### config.mk
export PLATFORM = sky130hd
export DESIGN_NAME = icache_2way_flat
export DESIGN_NICKNAME = d
export VERILOG_FILES = /design/src/rtl/icache_2way_if.sv /design/src/rtl/icache_2way.sv /design/src/flat_wrapper.sv
export SDC_FILE = /design/constraint.sdc
export NUM_CORES = 2
export LEC_CHECK = 0
export CORE_ASPECT_RATIO = 1.4
export CORE_MARGIN = 2
export CORE_UTILIZATION = 63
export CTS_CLUSTER_SIZE = 16
export DETAILED_ROUTE_END_ITERATION = 6
export PLACE_DENSITY_LB_ADDON = 0.12
export SLEW_MARGIN = 10
export SYNTH_ARGS = -nofsm -noshare
export SYNTH_HDL_FRONTEND = slang
export SYNTH_MEMORY_MAX_BITS = 65536
export SYNTH_SLANG_ARGS = --single-unit
### constraint.sdc
create_clock -name clk -period 8.4 [get_ports clk]
set_clock_uncertainty 0.05 [all_clocks]
set_input_delay 0.84 -clock clk [delete_from_list [all_inputs] [get_ports clk]]
set_output_delay 0.84 -clock clk [all_outputs]
set_load 0.02 [all_outputs]
### src/rtl/icache_2way_if.sv
// Fetch-side and memory-side bundle for the two-way instruction cache.
// The cache plays the slave role; the fetch stage/memory model plays master.
interface icache_2way_if #(
  parameter int ADDR_W         = 16,
  parameter int WORD_W         = 16,
  parameter int WORDS_PER_LINE = 4,
  parameter int CNT_W          = 16
);
  localparam int OFF_W = $clog2(WORDS_PER_LINE);

  logic                             cpu_req;
  logic [ADDR_W-1:0]                cpu_addr;
  logic                             flush;
  logic [WORD_W-1:0]                cpu_instr;
  logic                             cpu_valid;
  logic                             busy;
  logic                             mem_req;
  logic [ADDR_W-OFF_W-1:0]          mem_addr;
  logic                             mem_valid;
  logic [WORD_W*WORDS_PER_LINE-1:0] mem_line;
  logic [CNT_W-1:0]                 hit_cnt;
  logic [CNT_W-1:0]                 miss_cnt;

  modport slave (
    input  cpu_req, cpu_addr, flush, mem_valid, mem_line,
    output cpu_instr, cpu_valid, busy, mem_req, mem_addr, hit_cnt, miss_cnt
  );

  modport master (
    output cpu_req, cpu_addr, flush, mem_valid, mem_line,
    input  cpu_instr, cpu_valid, busy, mem_req, mem_addr, hit_cnt, miss_cnt
  );
endinterface

### src/rtl/icache_2way.sv
// Two-way set-associative instruction cache with true-LRU replacement,
// a blocking miss/refill FSM, whole-cache flush and saturating hit/miss counters.
module icache_2way #(
  parameter int ADDR_W         = 16,
  parameter int WORD_W         = 16,
  parameter int WORDS_PER_LINE = 4,
  parameter int SETS           = 32,
  parameter int CNT_W          = 16
) (
  input  logic          clk,
  input  logic          rst_n,
  icache_2way_if.slave  bus
);
  localparam int OFF_W  = $clog2(WORDS_PER_LINE);
  localparam int IDX_W  = $clog2(SETS);
  localparam int TAG_W  = ADDR_W - IDX_W - OFF_W;
  localparam int LINE_W = WORD_W * WORDS_PER_LINE;

  typedef enum logic {S_IDLE, S_FETCH} state_t;

  state_t                     r_state, w_state_nx;
  logic [1:0][SETS-1:0]       r_valid;
  logic [SETS-1:0]            r_lru;      // names the least-recently-used way
  logic [TAG_W-1:0]           r_tag  [2][SETS];
  logic [LINE_W-1:0]          r_data [2][SETS];
  logic [ADDR_W-1:0]          r_addr;     // address of the outstanding miss
  logic [WORD_W-1:0]          r_cpu_instr;
  logic                       r_cpu_valid;
  logic                       r_mem_req;
  logic [ADDR_W-OFF_W-1:0]    r_mem_addr;
  logic [CNT_W-1:0]           r_hit_cnt, r_miss_cnt;

  // lookup fields come from the live request, fill fields from the latched miss
  logic [OFF_W-1:0]           w_off, w_f_off;
  logic [IDX_W-1:0]           w_idx, w_f_idx;
  logic [TAG_W-1:0]           w_tag, w_f_tag;
  logic [1:0]                 w_way_hit;
  logic                       w_hit_way, w_victim;
  logic [WORDS_PER_LINE-1:0][WORD_W-1:0] w_hit_words, w_fill_words;
  logic                       w_hit_go, w_miss_go, w_fill;

  assign w_off   = bus.cpu_addr[OFF_W-1:0];
  assign w_idx   = bus.cpu_addr[OFF_W +: IDX_W];
  assign w_tag   = bus.cpu_addr[ADDR_W-1 -: TAG_W];
  assign w_f_off = r_addr[OFF_W-1:0];
  assign w_f_idx = r_addr[OFF_W +: IDX_W];
  assign w_f_tag = r_addr[ADDR_W-1 -: TAG_W];

  for (genvar w = 0; w < 2; w++) begin : g_way
    assign w_way_hit[w] = r_valid[w][w_idx] && (r_tag[w][w_idx] == w_tag);
  end

  // way0 wins if both ways ever match
  assign w_hit_way    = ~w_way_hit[0];
  assign w_hit_words  = r_data[w_hit_way][w_idx];
  assign w_fill_words = bus.mem_line;

  // fill empty ways first, otherwise evict the LRU way
  assign w_victim = !r_valid[0][w_f_idx] ? 1'b0 :
                    !r_valid[1][w_f_idx] ? 1'b1 : r_lru[w_f_idx];

  // next state and per-cycle control; a flush alongside a request forces a miss
  always_comb begin
    w_state_nx = r_state;
    w_hit_go   = 1'b0;
    w_miss_go  = 1'b0;
    w_fill     = 1'b0;
    case (r_state)
      S_IDLE: if (bus.cpu_req) begin
        if (!bus.flush && (|w_way_hit)) begin
          w_hit_go = 1'b1;
        end else begin
          w_miss_go  = 1'b1;
          w_state_nx = S_FETCH;
        end
      end
      S_FETCH: if (bus.mem_valid) begin
        w_fill     = 1'b1;
        w_state_nx = S_IDLE;
      end
    endcase
  end

  // state register
  always_ff @(posedge clk or negedge rst_n) begin
    if (!rst_n) r_state <= S_IDLE;
    else        r_state <= w_state_nx;
  end

  // response, memory request and counter registers
  always_ff @(posedge clk or negedge rst_n) begin
    if (!rst_n) begin
      r_cpu_instr <= '0;
      r_cpu_valid <= 1'b0;
      r_mem_req   <= 1'b0;
      r_mem_addr  <= '0;
      r_addr      <= '0;
      r_hit_cnt   <= '0;
      r_miss_cnt  <= '0;
    end else begin
      r_cpu_valid <= w_hit_go | w_fill;
      if (w_hit_go)    r_cpu_instr <= w_hit_words[w_off];
      else if (w_fill) r_cpu_instr <= w_fill_words[w_f_off];
      if (w_miss_go) begin
        r_mem_req  <= 1'b1;
        r_mem_addr <= bus.cpu_addr[ADDR_W-1:OFF_W];
        r_addr     <= bus.cpu_addr;
      end else if (w_fill) begin
        r_mem_req  <= 1'b0;
      end
      if (w_hit_go  && (r_hit_cnt  != '1)) r_hit_cnt  <= r_hit_cnt + 1'b1;
      if (w_miss_go && (r_miss_cnt != '1)) r_miss_cnt <= r_miss_cnt + 1'b1;
    end
  end

  // valid/LRU bits; a refill landing with a flush still installs its line
  always_ff @(posedge clk or negedge rst_n) begin
    if (!rst_n) begin
      r_valid <= '0;
      r_lru   <= '0;
    end else begin
      if (bus.flush) begin
        r_valid <= '0;
        r_lru   <= '0;
      end
      if (w_hit_go) r_lru[w_idx] <= ~w_hit_way;
      if (w_fill) begin
        r_valid[w_victim][w_f_idx] <= 1'b1;
        r_lru[w_f_idx]             <= ~w_victim;
      end
    end
  end

  // tag and data arrays: no reset, written only on refill
  always_ff @(posedge clk) begin
    if (w_fill) begin
      r_tag[w_victim][w_f_idx]  <= w_f_tag;
      r_data[w_victim][w_f_idx] <= bus.mem_line;
    end
  end

  assign bus.cpu_instr = r_cpu_instr;
  assign bus.cpu_valid = r_cpu_valid;
  assign bus.busy      = (r_state != S_IDLE);
  assign bus.mem_req   = r_mem_req;
  assign bus.mem_addr  = r_mem_addr;
  assign bus.hit_cnt   = r_hit_cnt;
  assign bus.miss_cnt  = r_miss_cnt;
endmodule
### src/flat_wrapper.sv
// flat-port wrapper written by rule: the top's interface ports become plain ports
module icache_2way_flat 
#(
  parameter int ADDR_W         = 16,
  parameter int WORD_W         = 16,
  parameter int WORDS_PER_LINE = 4,
  parameter int SETS           = 32,
  parameter int CNT_W          = 16
)
  (clk, rst_n, bus_cpu_req, bus_cpu_addr, bus_flush, bus_mem_valid, bus_mem_line, bus_cpu_instr, bus_cpu_valid, bus_busy, bus_mem_req, bus_mem_addr, bus_hit_cnt, bus_miss_cnt);
  icache_2way_if #(.ADDR_W(ADDR_W), .WORD_W(WORD_W), .WORDS_PER_LINE(WORDS_PER_LINE), .CNT_W(CNT_W)) bus_i ();
  input  logic clk;
  input  logic rst_n;
  input wire logic [$bits(bus_i.cpu_req)-1:0] bus_cpu_req;
  input wire logic [$bits(bus_i.cpu_addr)-1:0] bus_cpu_addr;
  input wire logic [$bits(bus_i.flush)-1:0] bus_flush;
  input wire logic [$bits(bus_i.mem_valid)-1:0] bus_mem_valid;
  input wire logic [$bits(bus_i.mem_line)-1:0] bus_mem_line;
  output wire logic [$bits(bus_i.cpu_instr)-1:0] bus_cpu_instr;
  output wire logic [$bits(bus_i.cpu_valid)-1:0] bus_cpu_valid;
  output wire logic [$bits(bus_i.busy)-1:0] bus_busy;
  output wire logic [$bits(bus_i.mem_req)-1:0] bus_mem_req;
  output wire logic [$bits(bus_i.mem_addr)-1:0] bus_mem_addr;
  output wire logic [$bits(bus_i.hit_cnt)-1:0] bus_hit_cnt;
  output wire logic [$bits(bus_i.miss_cnt)-1:0] bus_miss_cnt;
  assign bus_i.cpu_req = bus_cpu_req;
  assign bus_i.cpu_addr = bus_cpu_addr;
  assign bus_i.flush = bus_flush;
  assign bus_i.mem_valid = bus_mem_valid;
  assign bus_i.mem_line = bus_mem_line;
  assign bus_cpu_instr = bus_i.cpu_instr;
  assign bus_cpu_valid = bus_i.cpu_valid;
  assign bus_busy = bus_i.busy;
  assign bus_mem_req = bus_i.mem_req;
  assign bus_mem_addr = bus_i.mem_addr;
  assign bus_hit_cnt = bus_i.hit_cnt;
  assign bus_miss_cnt = bus_i.miss_cnt;
  icache_2way #(.ADDR_W(ADDR_W), .WORD_W(WORD_W), .WORDS_PER_LINE(WORDS_PER_LINE), .SETS(SETS), .CNT_W(CNT_W)) u_core (.clk(clk), .rst_n(rst_n), .bus(bus_i));
endmodule
wires.png
(1 px per um) Only two layers are drawn.
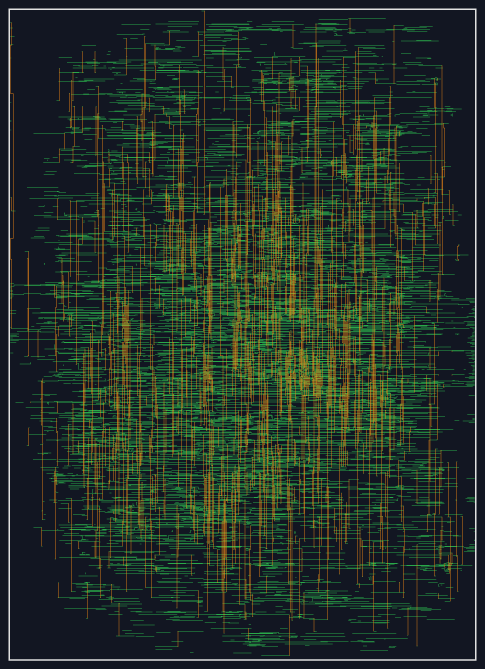
green -> metal 3  # wire length 91.5 mm
orange -> metal 4  # wire length 43.4 mm
wire length per cell: 43.3 um
final wirelength: 625000 um

io_fan.png
(1 px per um)
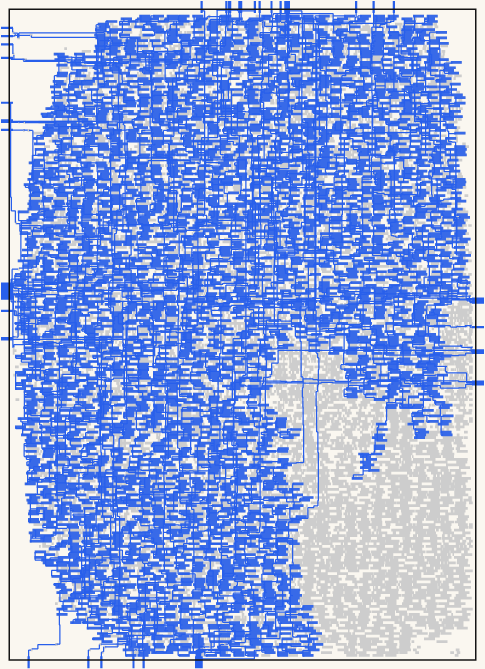
blue -> `bus_mem_line`  # bits 64, direction input, end cells 4112, wire 53.1 mm
num ports: 150
IO buf count: 149

io_placement.png
Pins as bars across the die edge, other pins in grey.
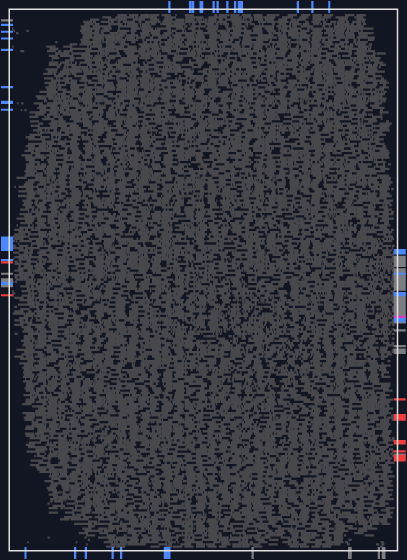
red -> `bus_cpu_addr`  # pins 16, direction input, edge 14 right, 2 left
blue -> `bus_mem_line`  # pins 64, direction input, edge 23 left, 18 top, 12 bottom, 11 right
magenta -> `bus_cpu_req`  # pins 1, direction input, edge right
die width: 465 um
die y size: 649 um

==> results_slide.txt <==
Run Summary

Detailed routing
  – Met2 Wirelength: 289000 um
  – Met3 routed wirelength: 91500 um
  – DR top layer: met5
  – Drt drc: 52
  – DR vias/cell: 7.56
  – Pre-Repair DR Iteration Count: 7
  – Metal1 wirelength: 200000 um
  – 1st-iter DRT viols: 22053
  – Antenna Violating Nets Remaining: 0

Clock tree
  – Clk Tree Root Cell: clkbuf_16
  – # hold bufs at CTS: 1
  – Clk buf depth: 4
  – Post-CTS Setup Inserts: 0
  – H-tree levels: 5
  – CTS tree: built
  – Number of gates resized after cts: 0
  – Num CTS Buffers: 431
  – Worst-path clk slew: 70 ps
  – Clock latency on the worst-skew pair: 970 ps
  – CTS Sinks: 4835

Timing
  – Final setup vio count: 0
  – Relative slew slack: -0.427%
  – Final min period: 7090 ps
  – Final worst-path setup slack: 1310 ps
  – RSZ-0062 raised after global routing: no
  – Final Hold Slack: 414 ps
  – Worst Tran Pin Value: 1490 ps
  – Hold Vio Cnt, Final: 0
  – Fin crit share: 84.4%
  – Fmax: 141 MHz
  – Max-slew violations: 1
  – Post-route setup TNS: 0 ps

Layout
  – Fraction of area in multi-input gates: 19.4%
  – NonClk Buf Share: 2.50%
  – Layout area overhead: 11.5%
  – Area of the multi-input gates: 40500 sq um
  – Max reg flops: 4096
  – Share of cells above drive strength 1: 17.5%
  – Most numerous logic cell after layout: edfxtp_1
  – Top cells excl fill/tap: edfxtp_1, mux2i_1, o22ai_1
  – Filler instances: 17763
  – Layout clock area frac: 6.60%
  – Largest registers: u_core.r_data (4096), u_core.r_tag (576), u_core.r_valid (64)
  – Flop area: 144000 sq um
  – Final nets: 10178
  – Non-CTS buffers: 564
  – Final Core Density: 70.7%
  – Top cell category: sequential cells
  – Registers: 4835
  – Comb gates: 4244
  – CLK BUF: 547
  – Post-route cell area: 209000 sq um
  – ANT cells: 46
  – Reg with most FFs: u_core.r_data
  – Invs w/o clock: 15

GRT
  – Initial antenna violation count: 46
  – GRT busiest layer: met2
  – Global-route wire length before repair: 841000 um
  – GR Util met1: 53.1%
  – Met3 Track Usage GR: 11.5%
  – Vias in the first global route: 103536
  – Total grt overflow: 0
  – Largest net degree at the start of global routing: 107
  – Overall Global Routing Usage: 40.9%

Synth
  – Dominant Register Cell: edfxtp_1
  – Logic family by area: multiplexers
  – Count leader, synth: edfxtp_1
  – Compound-Gate Fraction of Synth Area: 4.75%
  – Post-Synthesis Cells: 9708
  – Yosys Instances: 9708
  – Cell type with the largest total area after synthesis: edfxtp_1
  – Netlist cell types: 75
  – XOR/XNOR Area Share: 0.196%
  – Mux frac, synth: 14.0%
  – Register share after synthesis: 77.0%
  – Synth Area in Simple Gates: 2.33%
  – Top post-synthesis cells by count: edfxtp_1, mux2i_1, o22ai_1
  – Yosys stat chip area: 187000 sq um
  – #FFs+latches synth: 4835
  – Top cells, area: edfxtp_1, mux4_2, mux2i_1, dfrtp_1, o22ai_1
  – Synthesized area per cell: 19.3 sq um
  – Number of enable flip-flop cells: 4672
  – Adders+Majority by Area: 0.0134%
  – Mapped Area: 187000 sq um
  – Async S/R FF share, synth: 3.37%
  – Area share, top type: 74.9%
  – Syn. warnings: 0
  – Syn_nets: 9795

Pwr
  – Combinational group share of total power: 5.7%
  – Clock-net power: 19.7 mW
  – Leak: 75.0 nW
  – Switching share of power: 22.3%
  – P_comb: 2.84 mW
  – Pint: 38.6 mW
  – Pwr Total: 49.7 mW
  – PwrDens: 238 nW/um^2
  – Pwr top: sequential cells
  – Reg power frac: 54.6%
  – Max IR drop VDD: 220 uV
  – Switching power: 11.1 mW
  – Flop+latch power: 27.1 mW
  – Clk pwr share: 39.7%

Setup path
  – Worst Path Buf+Inv: 5
  – Reg2reg setup slack: 1970 ps
  – Worst path depth: 17
  – Worst setup startpoint: bus_cpu_addr[2]
  – Crit-path max FO: 79
  – RR Endpoint: u_core.bus.cpu_instr[7]
  – Crit. End Element: flip-flop
  – Slowest Stage Delay on Critical Path: 1230 ps
  – Crit-path cells: buf_8 > buf_4 > nand4b_1 > o22ai_1 > nor4_1 > a21oi_1 > nand4b_1 > nand4b_1 > buf_12 > buf_4 > buf_4 > mux2i_1 > o22ai_1 > o21ai_0 > nand3_1 > nor4_1 > o32ai_1
  – WP data required: 9160 ps
  – Top Family by Delay on Critical Path: simple AND/OR/NAND/NOR gates
  – Worst Setup EP: u_core.bus.cpu_instr[7]
  – CP Launch Type: input pin
  – WP data arrival: 7850 ps
  – Reg2reg path depth: 16
  – Kind of critical path: in -> reg
  – CP max stage cell: nor4_1
  – Worst flop-to-flop path startpoint: u_core.r_tag[1][188]

Placement
  – Placed instance count: 13584
  – GPL Wtd Cong: 0.905
  – DP Worst Slack: 612 ps
  – Post-DP HPWL: 320000 um
  – Placed Area: 195000 sq um

Run status
  – Outcome: complete, but fails checks
  – Violated checks: design-rule violations, max-capacitance violations, max-slew violations

Flow run
  – Max cap viols: 2
  – Tally of OpenROAD warnings: 40

Worst hold path
  – Type of the worst min-delay path: in -> async

Die
  – Chip area: 302000 sq um
  – Initial Util: 63.4%
placement.png
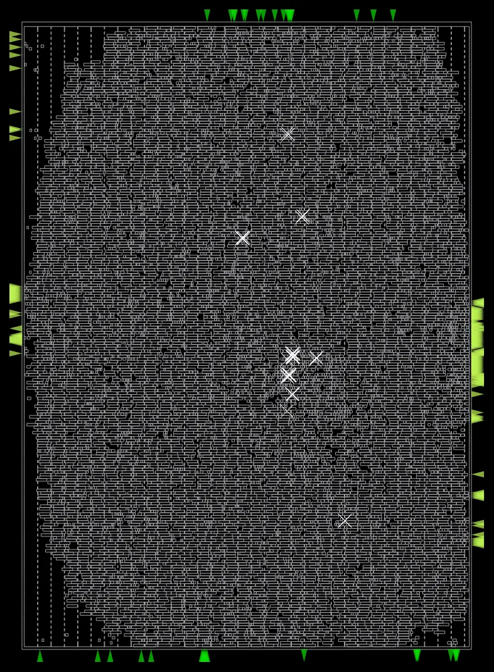
non-filler instance count after layout: 14414
site row count: 236
Seq area share: 69.1%
well-tap cell count: 3927
core area: 296000 sq um

layer_met2.png
(1 px per um)
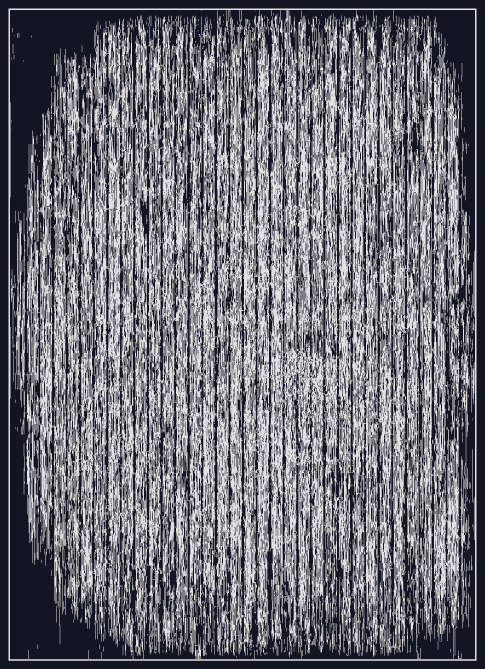
longest straight run = 168 um
nets with wire on the layer = 8875
main direction = vertical
share of all routed wire = 46%
wire length on this layer = 289 mm
met2 GRT Util: 62.5%
via count: 109039

Power is estimated from default activity; no workload was simulated.
